### src/rtl/dmem_initiator_if.sv
// Bundle of the pipeline request/response handshake and the data-memory port.
// slave is the initiator block's view; master is the surrounding pipeline/memory view.
interface dmem_initiator_if;
  logic        req_valid;
  logic        req_ready;
  logic        req_wr;
  logic [31:0] req_addr;
  logic [31:0] req_wdata;
  logic [2:0]  req_trd;

  logic        rsp_valid;
  logic [31:0] rsp_data;
  logic [2:0]  rsp_trd;
  logic        rsp_segfault;
  logic        rsp_timeout;

  logic [31:0] d_addr;
  logic [31:0] d_wr_data;
  logic        d_rd;
  logic        d_wr;
  logic [2:0]  d_trd;
  logic [31:0] d_rd_data;
  logic        d_miss;
  logic        d_segfault;

  modport slave (
    input  req_valid, req_wr, req_addr, req_wdata, req_trd,
    input  d_rd_data, d_miss, d_segfault,
    output req_ready,
    output rsp_valid, rsp_data, rsp_trd, rsp_segfault, rsp_timeout,
    output d_addr, d_wr_data, d_rd, d_wr, d_trd
  );

  modport master (
    output req_valid, req_wr, req_addr, req_wdata, req_trd,
    output d_rd_data, d_miss, d_segfault,
    input  req_ready,
    input  rsp_valid, rsp_data, rsp_trd, rsp_segfault, rsp_timeout,
    input  d_addr, d_wr_data, d_rd, d_wr, d_trd
  );
endinterface

### src/rtl/dmem_initiator.sv
// Data-memory initiator: issues one load/store, retries misses after a gap, reports result.
// Optional macro DMEM_MISALIGN_CHK_EN rejects word-misaligned addresses without touching memory.
module dmem_initiator #(
  parameter int RETRY_GAP = 4,
  parameter int RETRY_MAX = 7
) (
  input  logic             clk,
  input  logic             rst,
  dmem_initiator_if.slave  bus
);

  typedef enum logic [2:0] {IDLE, ISSUE, WAIT, GAP, RESP} state_t;

  // Gap counter counts down to zero; a zero gap still spends one cycle in GAP.
  localparam logic [3:0] GAP_LOAD  = (RETRY_GAP > 1)  ? 4'(RETRY_GAP - 1) : 4'd0;
  localparam logic [3:0] RETRY_LIM = (RETRY_MAX > 15) ? 4'd15 : 4'(RETRY_MAX);

  state_t      state_q, state_d;
  logic        wr_q, wr_d;
  logic [3:0]  retry_q, retry_d;
  logic [3:0]  gap_q, gap_d;
  logic [31:0] d_addr_q, d_addr_d;
  logic [31:0] d_wr_data_q, d_wr_data_d;
  logic [2:0]  d_trd_q, d_trd_d;
  logic        d_rd_q, d_rd_d;
  logic        d_wr_q, d_wr_d;
  logic        rsp_valid_q, rsp_valid_d;
  logic [31:0] rsp_data_q, rsp_data_d;
  logic [2:0]  rsp_trd_q, rsp_trd_d;
  logic        rsp_seg_q, rsp_seg_d;
  logic        rsp_to_q, rsp_to_d;
  logic        misaligned;

`ifdef DMEM_MISALIGN_CHK_EN
  assign misaligned = (bus.req_addr[1:0] != 2'b00);
`else
  assign misaligned = 1'b0;
`endif

  always_comb begin
    state_d     = state_q;
    wr_d        = wr_q;
    retry_d     = retry_q;
    gap_d       = gap_q;
    d_addr_d    = d_addr_q;
    d_wr_data_d = d_wr_data_q;
    d_trd_d     = d_trd_q;
    d_rd_d      = 1'b0;
    d_wr_d      = 1'b0;
    rsp_valid_d = 1'b0;
    rsp_data_d  = rsp_data_q;
    rsp_trd_d   = rsp_trd_q;
    rsp_seg_d   = rsp_seg_q;
    rsp_to_d    = rsp_to_q;

    case (state_q)
      IDLE: begin
        if (bus.req_valid) begin
          wr_d    = bus.req_wr;
          retry_d = 4'd0;
          if (misaligned) begin
            state_d     = RESP;
            rsp_valid_d = 1'b1;
            rsp_data_d  = 32'd0;
            rsp_trd_d   = bus.req_trd;
            rsp_seg_d   = 1'b1;
            rsp_to_d    = 1'b0;
          end else begin
            // The d_* registers double as the latched request for reissues.
            state_d     = ISSUE;
            d_addr_d    = bus.req_addr;
            d_wr_data_d = bus.req_wdata;
            d_trd_d     = bus.req_trd;
            d_rd_d      = ~bus.req_wr;
            d_wr_d      = bus.req_wr;
          end
        end
      end
      ISSUE: state_d = WAIT;
      WAIT: begin
        if (bus.d_segfault) begin
          state_d     = RESP;
          rsp_valid_d = 1'b1;
          rsp_data_d  = 32'd0;
          rsp_trd_d   = d_trd_q;
          rsp_seg_d   = 1'b1;
          rsp_to_d    = 1'b0;
        end else if (bus.d_miss && (retry_q < RETRY_LIM)) begin
          state_d = GAP;
          retry_d = (retry_q == 4'hF) ? retry_q : retry_q + 4'd1;
          gap_d   = GAP_LOAD;
        end else begin
          state_d     = RESP;
          rsp_valid_d = 1'b1;
          rsp_trd_d   = d_trd_q;
          rsp_seg_d   = 1'b0;
          rsp_to_d    = bus.d_miss;
          rsp_data_d  = (bus.d_miss || wr_q) ? 32'd0 : bus.d_rd_data;
        end
      end
      GAP: begin
        if (gap_q == 4'd0) begin
          state_d = ISSUE;
          d_rd_d  = ~wr_q;
          d_wr_d  = wr_q;
        end else begin
          gap_d = gap_q - 4'd1;
        end
      end
      RESP:    state_d = IDLE;
      default: state_d = IDLE;
    endcase
  end

  always_ff @(posedge clk) begin
    if (rst) begin
      state_q     <= IDLE;
      wr_q        <= 1'b0;
      retry_q     <= 4'd0;
      gap_q       <= 4'd0;
      d_addr_q    <= 32'd0;
      d_wr_data_q <= 32'd0;
      d_trd_q     <= 3'd0;
      d_rd_q      <= 1'b0;
      d_wr_q      <= 1'b0;
      rsp_valid_q <= 1'b0;
      rsp_data_q  <= 32'd0;
      rsp_trd_q   <= 3'd0;
      rsp_seg_q   <= 1'b0;
      rsp_to_q    <= 1'b0;
    end else begin
      state_q     <= state_d;
      wr_q        <= wr_d;
      retry_q     <= retry_d;
      gap_q       <= gap_d;
      d_addr_q    <= d_addr_d;
      d_wr_data_q <= d_wr_data_d;
      d_trd_q     <= d_trd_d;
      d_rd_q      <= d_rd_d;
      d_wr_q      <= d_wr_d;
      rsp_valid_q <= rsp_valid_d;
      rsp_data_q  <= rsp_data_d;
      rsp_trd_q   <= rsp_trd_d;
      rsp_seg_q   <= rsp_seg_d;
      rsp_to_q    <= rsp_to_d;
    end
  end

  assign bus.req_ready    = (state_q == IDLE);
  assign bus.d_addr       = d_addr_q;
  assign bus.d_wr_data    = d_wr_data_q;
  assign bus.d_trd        = d_trd_q;
  assign bus.d_rd         = d_rd_q;
  assign bus.d_wr         = d_wr_q;
  assign bus.rsp_valid    = rsp_valid_q;
  assign bus.rsp_data     = rsp_data_q;
  assign bus.rsp_trd      = rsp_trd_q;
  assign bus.rsp_segfault = rsp_seg_q;
  assign bus.rsp_timeout  = rsp_to_q;

endmodule

### src/flat_wrapper.sv
// flat-port wrapper written by rule: the top's interface ports become plain ports
module dmem_initiator_flat 
#(
  parameter int RETRY_GAP = 4,
  parameter int RETRY_MAX = 7
)
  (clk, rst, bus_req_valid, bus_req_wr, bus_req_addr, bus_req_wdata, bus_req_trd, bus_d_rd_data, bus_d_miss, bus_d_segfault, bus_req_ready, bus_rsp_valid, bus_rsp_data, bus_rsp_trd, bus_rsp_segfault, bus_rsp_timeout, bus_d_addr, bus_d_wr_data, bus_d_rd, bus_d_wr, bus_d_trd);
  dmem_initiator_if bus_i ();
  input  logic clk;
  input  logic rst;
  input wire logic [$bits(bus_i.req_valid)-1:0] bus_req_valid;
  input wire logic [$bits(bus_i.req_wr)-1:0] bus_req_wr;
  input wire logic [$bits(bus_i.req_addr)-1:0] bus_req_addr;
  input wire logic [$bits(bus_i.req_wdata)-1:0] bus_req_wdata;
  input wire logic [$bits(bus_i.req_trd)-1:0] bus_req_trd;
  input wire logic [$bits(bus_i.d_rd_data)-1:0] bus_d_rd_data;
  input wire logic [$bits(bus_i.d_miss)-1:0] bus_d_miss;
  input wire logic [$bits(bus_i.d_segfault)-1:0] bus_d_segfault;
  output wire logic [$bits(bus_i.req_ready)-1:0] bus_req_ready;
  output wire logic [$bits(bus_i.rsp_valid)-1:0] bus_rsp_valid;
  output wire logic [$bits(bus_i.rsp_data)-1:0] bus_rsp_data;
  output wire logic [$bits(bus_i.rsp_trd)-1:0] bus_rsp_trd;
  output wire logic [$bits(bus_i.rsp_segfault)-1:0] bus_rsp_segfault;
  output wire logic [$bits(bus_i.rsp_timeout)-1:0] bus_rsp_timeout;
  output wire logic [$bits(bus_i.d_addr)-1:0] bus_d_addr;
  output wire logic [$bits(bus_i.d_wr_data)-1:0] bus_d_wr_data;
  output wire logic [$bits(bus_i.d_rd)-1:0] bus_d_rd;
  output wire logic [$bits(bus_i.d_wr)-1:0] bus_d_wr;
  output wire logic [$bits(bus_i.d_trd)-1:0] bus_d_trd;
  assign bus_i.req_valid = bus_req_valid;
  assign bus_i.req_wr = bus_req_wr;
  assign bus_i.req_addr = bus_req_addr;
  assign bus_i.req_wdata = bus_req_wdata;
  assign bus_i.req_trd = bus_req_trd;
  assign bus_i.d_rd_data = bus_d_rd_data;
  assign bus_i.d_miss = bus_d_miss;
  assign bus_i.d_segfault = bus_d_segfault;
  assign bus_req_ready = bus_i.req_ready;
  assign bus_rsp_valid = bus_i.rsp_valid;
  assign bus_rsp_data = bus_i.rsp_data;
  assign bus_rsp_trd = bus_i.rsp_trd;
  assign bus_rsp_segfault = bus_i.rsp_segfault;
  assign bus_rsp_timeout = bus_i.rsp_timeout;
  assign bus_d_addr = bus_i.d_addr;
  assign bus_d_wr_data = bus_i.d_wr_data;
  assign bus_d_rd = bus_i.d_rd;
  assign bus_d_wr = bus_i.d_wr;
  assign bus_d_trd = bus_i.d_trd;
  dmem_initiator #(.RETRY_GAP(RETRY_GAP), .RETRY_MAX(RETRY_MAX)) u_core (.clk(clk), .rst(rst), .bus(bus_i));
endmodule
### config.mk
export PLATFORM = sky130hd
export DESIGN_NAME = dmem_initiator_flat
export DESIGN_NICKNAME = d
export VERILOG_FILES = /design/src/rtl/dmem_initiator_if.sv /design/src/rtl/dmem_initiator.sv /design/src/flat_wrapper.sv
export SDC_FILE = /design/constraint.sdc
export NUM_CORES = 1
export LEC_CHECK = 0
export CORE_UTILIZATION = 43
export CTS_CLUSTER_SIZE = 28
export DETAILED_ROUTE_END_ITERATION = 10
export PLACE_DENSITY = 0.94
export SYNTH_ARGS = -nofsm -noshare
export SYNTH_HDL_FRONTEND = slang
export SYNTH_SLANG_ARGS = --single-unit
### constraint.sdc
create_clock -name clk -period 2.75 [get_ports clk]
set_input_delay 0.4125 -clock clk [delete_from_list [all_inputs] [get_ports clk]]
set_output_delay 0.4125 -clock clk [all_outputs]
set_load 0.02 [all_outputs]
==> results.py <==
# Synthesis and PnR figures
metrics = {
    "run_status": {
        "outcome": "finished clean",
    },
    "timing": {
        "finalSetupViolations": 0,
        "slew_headroom": 0.5112,
        "setup_tns_ps": 0,
        "hold_violations": 0,
        "worst_pin_slew_ps": 733.2,
        "max_freq_ghz": 0.4518,
        "rsz0062_at_grt": "no",
        "skew_ps": 15.84,
        "finalClockPeriodUsage": 0.8048,
        "slew_viol_final": 0,
        "layout_setup_ws_ps": 536.7,
    },
    "clocking": {
        "cts_root_buffer": "clkbuf_8",
        "clk_pin_slew_ps": 50,
        "post_cts_resize_count": 0,
        "post_cts_buffers": 0,
        "cts_tree": "built",
        "cts_num_sinks": 119,
        "cts_buffer_depth": 2,
        "h-tree-depth": 4,
        "numCtsBuffers": 17,
    },
    "routing": {
        "ant_nets": 0,
        "vias_per_cell": 4.994,
        "drc": 0,
        "wl_per_cell_microns": 14.36,
        "drtIter0Drc": 136,
        "firstDrtPassIters": 5,
    },
    "cells_and_area": {
        "area_growth_syn_to_layout_pct": 65.49,
        "n_antenna_cell": 0,
        "fin_util": 0.7296,
        "regArea_sq_um": 2382,
        "fin_cells": 844,
        "design_area_sq_um": 7098,
        "layout-drive-gt1-share": 0.06610,
        "nNetsFinal": 806,
        "comb_area_sq_um": 1738,
    },
    "yosys": {
        "synthArstFlopShare": 0,
        "ys_ff": 119,
        "synth-edff-count": 0,
        "top_area_cell": "dfxtp_1",
        "synth.top_cell.area_share": 0.5554,
        "ff_type": "dfxtp_1",
        "synth_cell_types": 37,
        "syn-instance-count": 497,
        "synth_warnings": 0,
        "yosys_area_sq_um": 4289,
        "fp_nets": 604,
        "yosys-stat-cells": 497,
        "area_leaders": "dfxtp_1 (56%), nand2_1 (12%), a21oi_1 (8.5%)",
        "syn_avg_cell_area_sq_um": 8.630,
        "syn-cell-area_sq_um": 4289,
    },
    "grt": {
        "grt_pass1_wl_microns": 18290,
        "gr-total-overflow": 0,
        "grt_max_degree": 73,
        "antenna_found_initial": 0,
        "first_global_vias": 4004,
        "track_usage": 0.2311,
    },
    "worst_setup_path": {
        "path_max_fanout": 12,
        "arrival_ps": 1800,
        "worstPathRequired_ps": 2340,
        "critPathSlowestCell": "clkdlybuf4s50_1",
        "path_buffers": 1,
        "cp-start-kind": "flip-flop",
        "max_stage_delay_ps": 630,
        "path_delay_family": "buffers and inverters",
        "crit_chain": "nor3_1, clkdlybuf4s50_1",
    },
    "floorplan": {
        "rows": 36,
        "die_h_microns": 101.9,
        "die_area_sq_um": 10380,
        "io_pins": 213,
        "fp_util": 0.4408,
        "coreArea_sq_um": 9729,
        "die_w_microns": 101.9,
    },
    "placed_design": {
        "dp_hpwl_microns": 8451,
        "port_buffers": 212,
        "place_congestion": 0.7561,
        "place_ws_ps": 327.9,
        "place_area_sq_um": 6486,
    },
    "job": {
        "drv_cap": 0,
        "openroad.warnings": 26,
    },
    "hold_path": {
        "hold_class": "input pin to flip-flop",
    },
    "power_and_ir_drop": {
        "power.leakage_nw": 2.620,
        "cellPowerDensity_nw_per_um2": 672.9,
        "ir_drop_uv": 379.9,
    },
}
[cell usage in the layout (no fill, tap or decap), types with 3 or more instances in the layout]
| cell type | count |
|---|---|
| dfxtp_1 | 119 |
| or3b_2 | 3 |
| bufinv_16 | 4 |
| clkbuf_16 | 16 |
| a21oi_1 | 73 |
| clkbuf_8 | 4 |
| a22oi_1 | 33 |
| clkdlybuf4s50_1 | 211 |
| clkbuf_1 | 3 |
| buf_4 | 8 |
| nand3_1 | 3 |
| nand2_1 | 140 |
| nor3_1 | 7 |
| o21ai_0 | 4 |
| nor2_1 | 43 |
| mux2i_1 | 3 |
[state kept, by name, indices dropped and copies added (netlist names)]
name	flops
u_core.bus.d_wr_data	32
u_core.wr_q	1
u_core.bus.rsp_segfault	1
u_core.bus.rsp_valid	1
u_core.bus.d_trd	3
u_core.state_q	3
u_core.bus.d_rd	1
u_core.bus.d_wr	1
u_core.bus.d_addr	32
u_core.gap_q	4
u_core.bus.rsp_timeout	1
u_core.bus.rsp_data	32
u_core.bus.rsp_trd	3
u_core.retry_q	4
[metrics by stage]
stage          power (mW)  hold slack, ps
6_report            4.776           309.8
4_1_cts             4.818           281.3
5_1_grt             4.956           296.0
3_5_place_dp        2.550           446.2
3_3_place_gp        2.530           441.0
2_1_floorplan       2.190           426.8
[cell usage after synthesis (all sizes together) (2+ instances only)]
| library cell | instances |
|---|---|
| and2 | 2 |
| nor2 | 43 |
| o21ai | 4 |
| a22oi | 33 |
| buf | 17 |
| clkbuf | 20 |
| nor4b | 3 |
| nand3 | 3 |
| nor3b | 2 |
| mux2i | 3 |
| or3b | 3 |
| inv | 2 |
| nand3b | 2 |
| nand2 | 140 |
| ha | 2 |
| or4b | 2 |
| a211oi | 2 |
| nor3 | 9 |
| a21oi | 73 |
| nand2b | 2 |
| dfxtp | 119 |
[power by group]
group | internal (mW) | switching (mW)
combinational | 0.335 | 0.320
sequential | 1.81 | 0.0516
clock | 1.53 | 0.726
[cell families (layout without fill, tap and decap cells)]
family / count (synthesis) / in the layout / synth area share
AND/OR/NAND/NOR: 214 / 214 / 0.2191
flip-flops: 119 / 119 / 0.5554
AND-OR/OR-AND: 117 / 117 / 0.1645
buffers and inverters: 39 / 253 / 0.04142
multiplexers: 4 / 4 / 0.009627
adder cells (fa/ha/maj): 2 / 2 / 0.005833
XOR/XNOR: 2 / 2 / 0.004085
[layer usage]
layer / up-vias / share of wire / track usage
met1: 1952 / 0.38 / 0.2413
met3: 21 / 0.090 / 0.09508
li1: 2074 / - / -
met2: 168 / 0.51 / 0.4059
met4: 0 / 0.019 / 0.1066
met5: - / 0 / 0
[final timing paths]
kind	startpoint	to	slack (ps)	depth (start not counted)
worst max-delay path	u_core.state_q[0]	bus_req_ready	540	2
worst max register to register	u_core.state_q[1]	u_core.bus.rsp_data[8]	780	5
worst min register to register	u_core.bus.d_wr_data[16]	u_core.bus.d_wr_data[16]	450	2
worst min-delay path	rst	u_core.bus.rsp_data[0]	310	2
[final cells by class]
cell class	count	share of cell area
flip-flops and latches	119	0.3356
repair buffers	220	0.3088
clock buffers	23	0.06575
inverters	2	0.001058
multi-input cells	339	0.2448
clock inverters	8	0.02045
well taps	133	0.02344
==> images/m1.png <==
Supply wires on this layer in grey.
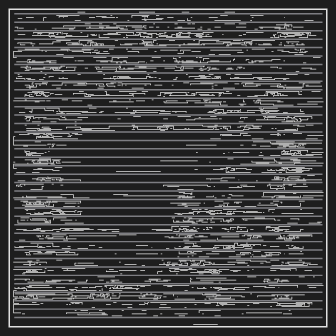
main direction	horizontal
wire length on this layer	4630 microns
share of all routed wire	38%
via count: 4215
M1 GR Usage: 0.2413

==> images/m2.png <==
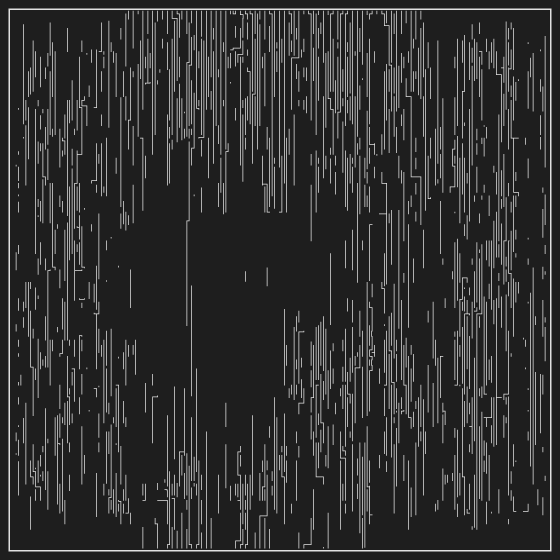
wire length on this layer	6170 microns
longest straight run	40.8 microns
main direction	vertical
Post-Route WL: 12120 microns
GR Util met2: 0.4059

==> images/m3.png <==
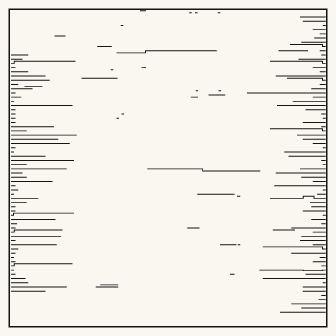
longest straight run	25.1 microns
wire length on this layer	1090 microns
share of all routed wire	9.0%
nets with wire on the layer	145
met3 Use GR: 0.09508

==> images/m4.png <==
Bar = 20 microns. Supply wires on this layer in grey.
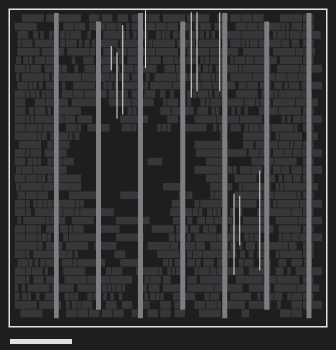
wire length on this layer	226 microns
main direction	vertical
longest straight run	32.0 microns

==> images/clock_nets.png <==
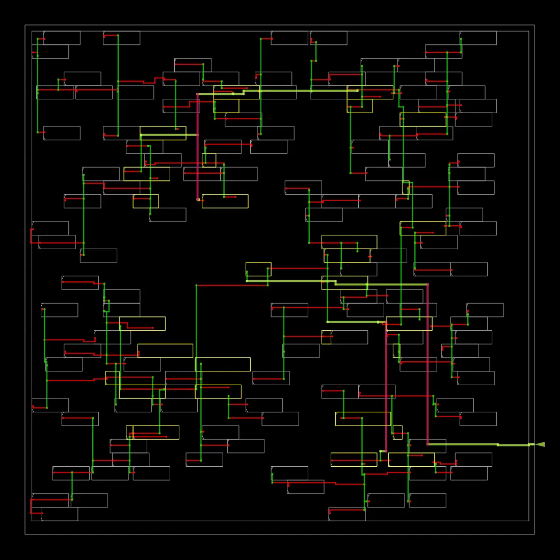
Late-Pin Clk Latency: 510 ps
Clock buffer cells: 23
Flops: 119

No activity file was given, so power comes from the tool's default toggle rates.
